`src/rtl/regfile_write_arbiter_pkg.sv`:
```
// Shared types and constants for the register-file write side.
package regfile_write_arbiter_pkg;

  localparam int unsigned WORD_W     = 32;
  localparam int unsigned REG_ADDR_W = 5;
  localparam int unsigned NUM_REGS   = 1 << REG_ADDR_W;
  localparam int unsigned ZERO_REG   = 0;
  localparam int unsigned LINK_REG   = 31;
  localparam int unsigned STARVE_MAX = 4;

  typedef logic [WORD_W-1:0]     word_t;
  typedef logic [REG_ADDR_W-1:0] reg_addr_t;

  typedef struct packed {
    logic      valid;
    reg_addr_t addr;
    word_t     data;
  } wb_req_t;

endpackage

```
`src/rtl/regfile_write_arbiter_wb_hold_buffer.sv`:
```
// One-entry hold buffer for long-latency results, with a starvation age
// counter that raises stall_req once the entry has waited STARVE_MAX cycles.
module regfile_write_arbiter_wb_hold_buffer #(
  parameter int unsigned DATA_W     = regfile_write_arbiter_pkg::WORD_W,
  parameter int unsigned ADDR_W     = regfile_write_arbiter_pkg::REG_ADDR_W,
  parameter int unsigned STARVE_MAX = regfile_write_arbiter_pkg::STARVE_MAX
) (
  input  logic              clk,
  input  logic              rst_n,
  input  logic              load,
  input  logic [ADDR_W-1:0] load_addr,
  input  logic [DATA_W-1:0] load_data,
  input  logic              drain,
  output logic              hold_valid,
  output logic [ADDR_W-1:0] hold_addr,
  output logic [DATA_W-1:0] hold_data,
  output logic              stall_req
);

  localparam int unsigned AGE_W = $clog2(STARVE_MAX + 1);

  logic              hold_valid_q, hold_valid_d;
  logic [ADDR_W-1:0] hold_addr_q, hold_addr_d;
  logic [DATA_W-1:0] hold_data_q, hold_data_d;
  logic [AGE_W-1:0]  age_q, age_d;
  logic              stall_req_q, stall_req_d;

  // Drain empties the entry; a same-cycle load refills it.
  always_comb begin
    hold_valid_d = hold_valid_q;
    hold_addr_d  = hold_addr_q;
    hold_data_d  = hold_data_q;
    age_d        = age_q;
    if (drain) begin
      hold_valid_d = 1'b0;
    end
    if (load) begin
      hold_valid_d = 1'b1;
      hold_addr_d  = load_addr;
      hold_data_d  = load_data;
    end
    if (!hold_valid_q || drain) begin
      age_d = '0;
    end else if (age_q < AGE_W'(STARVE_MAX)) begin
      age_d = age_q + AGE_W'(1);
    end
    stall_req_d = hold_valid_d && (age_d >= AGE_W'(STARVE_MAX));
  end

  always_ff @(posedge clk or negedge rst_n) begin
    if (!rst_n) begin
      hold_valid_q <= 1'b0;
      hold_addr_q  <= '0;
      hold_data_q  <= '0;
      age_q        <= '0;
      stall_req_q  <= 1'b0;
    end else begin
      hold_valid_q <= hold_valid_d;
      hold_addr_q  <= hold_addr_d;
      hold_data_q  <= hold_data_d;
      age_q        <= age_d;
      stall_req_q  <= stall_req_d;
    end
  end

  assign hold_valid = hold_valid_q;
  assign hold_addr  = hold_addr_q;
  assign hold_data  = hold_data_q;
  assign stall_req  = stall_req_q;

endmodule

```
`src/rtl/regfile_write_arbiter.sv`:
```
// Write-side front end of the register file: arbitrates ALU, buffered
// long-latency and JAL link writes onto one registered port; keeps busy scoreboard.
module regfile_write_arbiter #(
  parameter int unsigned DATA_W     = regfile_write_arbiter_pkg::WORD_W,
  parameter int unsigned ADDR_W     = regfile_write_arbiter_pkg::REG_ADDR_W,
  parameter int unsigned LINK_REG   = regfile_write_arbiter_pkg::LINK_REG,
  parameter int unsigned STARVE_MAX = regfile_write_arbiter_pkg::STARVE_MAX
) (
  input  logic                      clk,
  input  logic                      rst_n,
  input  logic                      alu_valid,
  input  logic [ADDR_W-1:0]         alu_addr,
  input  logic [DATA_W-1:0]         alu_data,
  input  logic                      ld_valid,
  output logic                      ld_ready,
  input  logic [ADDR_W-1:0]         ld_addr,
  input  logic [DATA_W-1:0]         ld_data,
  input  logic                      jal_valid,
  input  logic [DATA_W-1:0]         jal_pc4,
  input  logic                      issue_valid,
  input  logic                      issue_long,
  input  logic [ADDR_W-1:0]         issue_addr,
  output logic [(1<<ADDR_W)-1:0]    busy,
  output logic                      stall_req,
  output logic                      wr_en,
  output logic [ADDR_W-1:0]         wr_addr,
  output logic [DATA_W-1:0]         wr_data,
  output logic                      jump_and_link,
  output logic [DATA_W-1:0]         pc_4
);

  import regfile_write_arbiter_pkg::*;

  localparam int unsigned NREGS = 1 << ADDR_W;
  localparam logic [ADDR_W-1:0] ZERO_ADDR = ADDR_W'(ZERO_REG);
  localparam logic [ADDR_W-1:0] LINK_ADDR = ADDR_W'(LINK_REG);

  logic              hold_valid;
  logic [ADDR_W-1:0] hold_addr;
  logic [DATA_W-1:0] hold_data;
  logic              alu_eff;
  logic              drain;
  logic              ld_fire;

  logic              wr_en_q, wr_en_d;
  logic [ADDR_W-1:0] wr_addr_q, wr_addr_d;
  logic [DATA_W-1:0] wr_data_q, wr_data_d;
  logic              jump_and_link_q, jump_and_link_d;
  logic [DATA_W-1:0] pc_4_q, pc_4_d;
  logic [NREGS-1:0]  busy_q, busy_d;

  // JAL owns the link register: a colliding ALU or held write must yield.
  assign alu_eff  = alu_valid && !(jal_valid && (alu_addr == LINK_ADDR));
  assign drain    = hold_valid && !alu_eff && !(jal_valid && (hold_addr == LINK_ADDR));
  assign ld_ready = !hold_valid || drain;
  assign ld_fire  = ld_valid && ld_ready;

  regfile_write_arbiter_wb_hold_buffer #(
    .DATA_W     (DATA_W),
    .ADDR_W     (ADDR_W),
    .STARVE_MAX (STARVE_MAX)
  ) u_hold (
    .clk        (clk),
    .rst_n      (rst_n),
    .load       (ld_fire),
    .load_addr  (ld_addr),
    .load_data  (ld_data),
    .drain      (drain),
    .hold_valid (hold_valid),
    .hold_addr  (hold_addr),
    .hold_data  (hold_data),
    .stall_req  (stall_req)
  );

  // Write-port select; writes to reg 0 consume the slot without a strobe.
  always_comb begin
    wr_en_d         = 1'b0;
    wr_addr_d       = wr_addr_q;
    wr_data_d       = wr_data_q;
    jump_and_link_d = jal_valid;
    pc_4_d          = jal_pc4;
    if (alu_eff) begin
      if (alu_addr != ZERO_ADDR) begin
        wr_en_d   = 1'b1;
        wr_addr_d = alu_addr;
        wr_data_d = alu_data;
      end
    end else if (drain) begin
      if (hold_addr != ZERO_ADDR) begin
        wr_en_d   = 1'b1;
        wr_addr_d = hold_addr;
        wr_data_d = hold_data;
      end
    end
  end

  // Scoreboard: a new long issue overrides a same-cycle clear of the same reg.
  always_comb begin
    busy_d = busy_q;
    if (drain) begin
      busy_d[hold_addr] = 1'b0;
    end
    if (issue_valid && issue_long && (issue_addr != ZERO_ADDR)) begin
      busy_d[issue_addr] = 1'b1;
    end
    busy_d[0] = 1'b0;
  end

  always_ff @(posedge clk or negedge rst_n) begin
    if (!rst_n) begin
      wr_en_q         <= 1'b0;
      wr_addr_q       <= '0;
      wr_data_q       <= '0;
      jump_and_link_q <= 1'b0;
      pc_4_q          <= '0;
      busy_q          <= '0;
    end else begin
      wr_en_q         <= wr_en_d;
      wr_addr_q       <= wr_addr_d;
      wr_data_q       <= wr_data_d;
      jump_and_link_q <= jump_and_link_d;
      pc_4_q          <= pc_4_d;
      busy_q          <= busy_d;
    end
  end

  assign wr_en         = wr_en_q;
  assign wr_addr       = wr_addr_q;
  assign wr_data       = wr_data_q;
  assign jump_and_link = jump_and_link_q;
  assign pc_4          = pc_4_q;
  assign busy          = busy_q;

  // An ALU result targeting a pending long-latency register means decode missed a hazard.
  a_alu_not_busy: assert property (@(posedge clk) disable iff (!rst_n)
    !(alu_valid && (alu_addr != ZERO_ADDR) && busy_q[alu_addr]));

endmodule

```
`config.mk`:
```
export PLATFORM = sky130hd
export DESIGN_NAME = regfile_write_arbiter
export DESIGN_NICKNAME = d
export VERILOG_FILES = /design/src/rtl/regfile_write_arbiter_pkg.sv /design/src/rtl/regfile_write_arbiter_wb_hold_buffer.sv /design/src/rtl/regfile_write_arbiter.sv
export SDC_FILE = /design/constraint.sdc
export NUM_CORES = 1
export LEC_CHECK = 0
export ABC_AREA = 1
export CELL_PAD_IN_SITES_DETAIL_PLACEMENT = 1
export CELL_PAD_IN_SITES_GLOBAL_PLACEMENT = 2
export CORE_MARGIN = 2
export CORE_UTILIZATION = 25
export DETAILED_ROUTE_END_ITERATION = 7
export PLACE_DENSITY_LB_ADDON = 0.1
export SKIP_CTS_REPAIR_TIMING = 1
export SYNTH_ARGS = -nofsm -noshare
export SYNTH_HDL_FRONTEND = slang
export SYNTH_HIERARCHICAL = 1
export SYNTH_SLANG_ARGS = --single-unit
export TNS_END_PERCENT = 1
```
`constraint.sdc`:
```
create_clock -name clk -period 4.35 [get_ports clk]
set_input_delay 0.87 -clock clk [delete_from_list [all_inputs] [get_ports clk]]
set_output_delay 0.87 -clock clk [all_outputs]
set_load 0.02 [all_outputs]
```
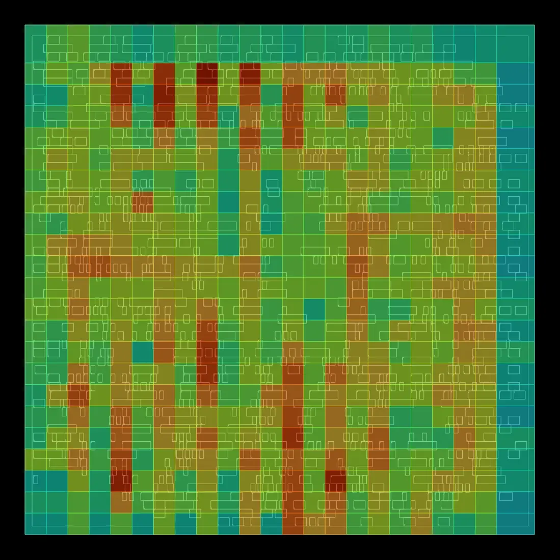
Figure 1: run 1, routing congestion.
met3 Use GR: 3.182%
final standard cell utilization of the core: 37.46%
grt met1 use: 21.47%

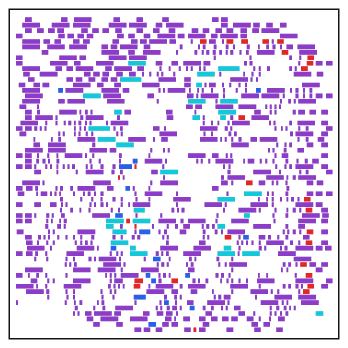
Figure 2: run 1, sizing map.
(2 px per um)
_0 and _1 cells: shown in purple, cells 881, share 92%, most used nand2_1. _3 and _4 cells: shown in blue, cells 17, share 1.8%, most used buf_4. _2 cells: shown in red, cells 28, share 2.9%, most used nand3_2. _6 and larger: shown in cyan, cells 32, share 3.3%, most used clkbuf_16.
Final Instance Area: 9433 sq um
signed area change from the synthesized netlist to the final layout: 47.45%

==> impl_metrics.tcl, run 1 <==
# flow metrics
set metrics [dict create \
    h_tree_depth 4 \
    postSynthSeqShare_pct 56.33 \
    cellPowerDensity_nw_per_um2 626.5 \
    ys_sh_adder_pct 0.1956 \
    crit_end "ld_ready" \
    max_slew.worst_pin.slew_ns 1.044 \
    cp_cell_sequence "clkdlybuf4s50_1, nand2_1, nor2_1, nand2_1, nand2_4, nand3_2, nand2_1, clkdlybuf4s50_1" \
    synth_area_leader_cell "sky130_fd_sc_hd__dfrtp_1" \
    clock_area_share_pct 6.791 \
    netlist_logic_family_top "simple AND/OR/NAND/NOR gates" \
    combPwrFrac_pct 36.4 \
    ctsLongestPathBuffers 2 \
    final_net_count 1064 \
    placed_area_sq_um 8785 \
    critical_path.n_buffers_inverters 2 \
    initial_core_util_pct 25.40 \
    area.share.combinational_pct 25.43 \
    switching_share_of_power_pct 38.53 \
    detailedRoute.firstIterationViolations 201 \
    clk-insertion-delay-late_ns 0.43 \
    layout_setup_ws_ns 0.8597 \
    criticalPathCategory "primary input to output port" \
    gpl.final_weighted_congestion 0.7504 \
    fraction_of_layout_instances_using_a_drive_strength_above_1_pct 8.038 \
    final_min_period_over_clock_period_pct 80.24 \
    ff2ff_setup_slack_ns 1.90 \
    crit_path_max_fanout 3 \
    simple_gate_share_pct 34.19 \
    drt_drc_violations_left 0 \
    share_seq_of_total_power_pct 36.3 \
    worstPathArrival_ns 2.62 \
    sequential_cell_area_sq_um 3603 \
    area.share.sequential_pct 38.20 \
    p_leak_nw 4.482 \
    portBuffers 221 \
    number_of_i_o_pins 223 \
    critical_path.top_delay_family "buffers and inverters" \
    grt_max_degree 64 \
    wirelength_met1_mm 10.03 \
    chip_area_sq_um 26880 \
    num-nonclk-inverters 25 \
    synthesis.instances 737 \
    layout.cells.most_common_list "sky130_fd_sc_hd__nand2_1, sky130_fd_sc_hd__clkdlybuf4s50_1, sky130_fd_sc_hd__dfrtp_1" \
    row_count 58 \
    hold_path_class "primary input to async pin" \
    grt_first_pass_wirelength_mm 35.11 \
    non_clock_buffer_count 230 \
    synth.mux.area_fraction_pct 0 \
    finalSetupViolations 0 \
    highest_layer "met4" \
    routed-wl-met2_mm 11.41 \
    topCellsByArea "sky130_fd_sc_hd__dfrtp_1, sky130_fd_sc_hd__nand2_1, sky130_fd_sc_hd__nand3_1, sky130_fd_sc_hd__nand3_2, sky130_fd_sc_hd__o21ai_0" \
    logic_gates 527 \
    setup_repair_after_global_routing_missed_its_margin "no" \
    crit_path_end_kind "output port" \
    wl_met3_um 865 \
    numCtsBuffers 17 \
    layout_min_cycle_time_ns 3.490 \
    p_int_w 0.003633 \
    grt_pass1_vias 6167 \
    vias_per_cell 4.415 \
    edf_count 0 \
    combGateArea_sq_um 2399 \
    clkTransAtPathRegs_ns 0.06 \
    detailedPlacementHpwl_mm 16.08 \
    floorplan.core_area_sq_um 25180 \
    dr.pass1.iters 4 \
    tap_cells 330 \
    synth_cell_types 30 \
    powerSeq_w 0.00215 \
    outcome "complete, no violations" \
    layout.filler_cells 2903 \
    slowest_stage "sky130_fd_sc_hd__clkdlybuf4s50_1" \
    pre_cts_slack_ns 0.8242 \
    clock_buffers 17 \
    wl_cell_um 17.55 \
    tritoncts_clock_tree "yes" \
    power_leader "registers" \
    final_slew_violations 0 \
    maxCapViolations 0 \
    most_common_cell_type_on_the_critical_path "sky130_fd_sc_hd__nand2_1" \
    rr_endpoint "u_hold/hold_data[9]$_DFFE_PN0P_" \
]
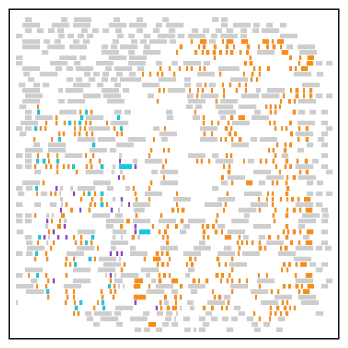
Figure 3: run 1, logic cells by family.
(2 px per um)
NAND gates: shown in orange, cells 460, where all over the die. inverting AOI/OAI gates: shown in cyan, cells 34. inverters: shown in purple, cells 25.
non-filler cells in the finished layout: 1291
commonest non-fill, non-tap cell in the layout: sky130_fd_sc_hd__nand2_1

Figure 4. Met3 routing (run 1).
(3 px per um)
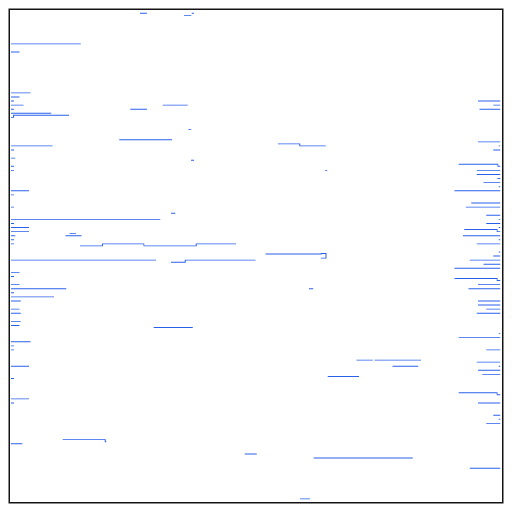

==> run 2: changes to the inputs <==
==> constraint.sdc (replaced) <==
create_clock -name clk -period 3.4 [get_ports clk]
set_input_delay 0.68 -clock clk [delete_from_list [all_inputs] [get_ports clk]]
set_output_delay 0.68 -clock clk [all_outputs]
set_load 0.02 [all_outputs]
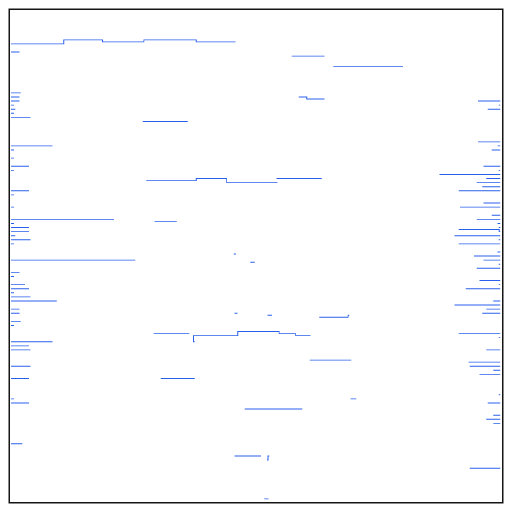
Figure 5: run 2, met3 routing.
(3 px per um)
The wires run mostly horizontal. The longest straight run is 41.2 um.

==> impl_metrics.tcl, run 2 <==
# flow metrics
set metrics [dict create \
    outcome "complete, no violations" \
    floorplan.core_area_sq_um 25180 \
    ctsLongestPathBuffers 2 \
    tritoncts_clock_tree "yes" \
    sequential_cell_area_sq_um 3603 \
    layout.cells.most_common "sky130_fd_sc_hd__nand2_1" \
    clk-insertion-delay-late_ns 0.43 \
    final_min_period_over_clock_period_pct 91.34 \
    tap_cells 330 \
    layout.cells.most_common_list "sky130_fd_sc_hd__nand2_1, sky130_fd_sc_hd__clkdlybuf4s50_1, sky130_fd_sc_hd__dfrtp_1" \
    layout_setup_ws_ns 0.2945 \
    cellPowerDensity_nw_per_um2 784.9 \
    grtUsageMet3_pct 3.586 \
    slowest_stage "sky130_fd_sc_hd__clkdlybuf4s50_1" \
    area.share.sequential_pct 38.27 \
    row_count 58 \
    rr_endpoint "u_hold/hold_addr[3]$_DFFE_PN0P_" \
    grt_pass1_vias 6082 \
    final_cell_count_no_fill 1290 \
    wirelength_met1_mm 10.06 \
    wl_cell_um 17.45 \
    most_common_cell_type_on_the_critical_path "sky130_fd_sc_hd__nand2_1" \
    h_tree_depth 4 \
    share_seq_of_total_power_pct 37.2 \
    detailedPlacementHpwl_mm 15.97 \
    final_core_util_pct 37.39 \
    ff2ff_setup_slack_ns 0.99 \
    drt_drc_violations_left 0 \
    switching_share_of_power_pct 39.86 \
    combGateArea_sq_um 2399 \
    synth_cell_types 30 \
    fraction_of_layout_instances_using_a_drive_strength_above_1_pct 8.229 \
    cp_cell_sequence "clkdlybuf4s50_1, nand2_1, nor2_1, nand2_1, nand2_4, nand3_2, nand2_1, clkdlybuf4s50_1" \
    areaGrowthSynthToFinish_pct 47.17 \
    non_clock_buffer_count 232 \
    dr.pass1.iters 4 \
    initial_core_util_pct 25.40 \
    powerSeq_w 0.00275 \
    clkTransAtPathRegs_ns 0.07 \
    critical_path.n_buffers_inverters 2 \
    edf_count 0 \
    area.share.combinational_pct 25.48 \
    grt_first_pass_wirelength_mm 34.79 \
    power_leader "combinational cells" \
    hold_path_class "primary input to async pin" \
    final_net_count 1066 \
    layout_min_cycle_time_ns 3.105 \
    simple_gate_share_pct 34.19 \
    clock_area_share_pct 6.272 \
    setup_repair_after_global_routing_missed_its_margin "no" \
    portBuffers 221 \
    wl_met3_um 850 \
]
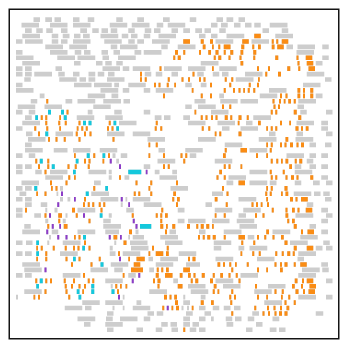
Figure 6: run 2, logic cells by family.
(2 px per um)
inverting AOI/OAI gates: shown in cyan, cells 34. NAND gates: shown in orange, cells 460, where all over the die. inverters: shown in purple, cells 25.

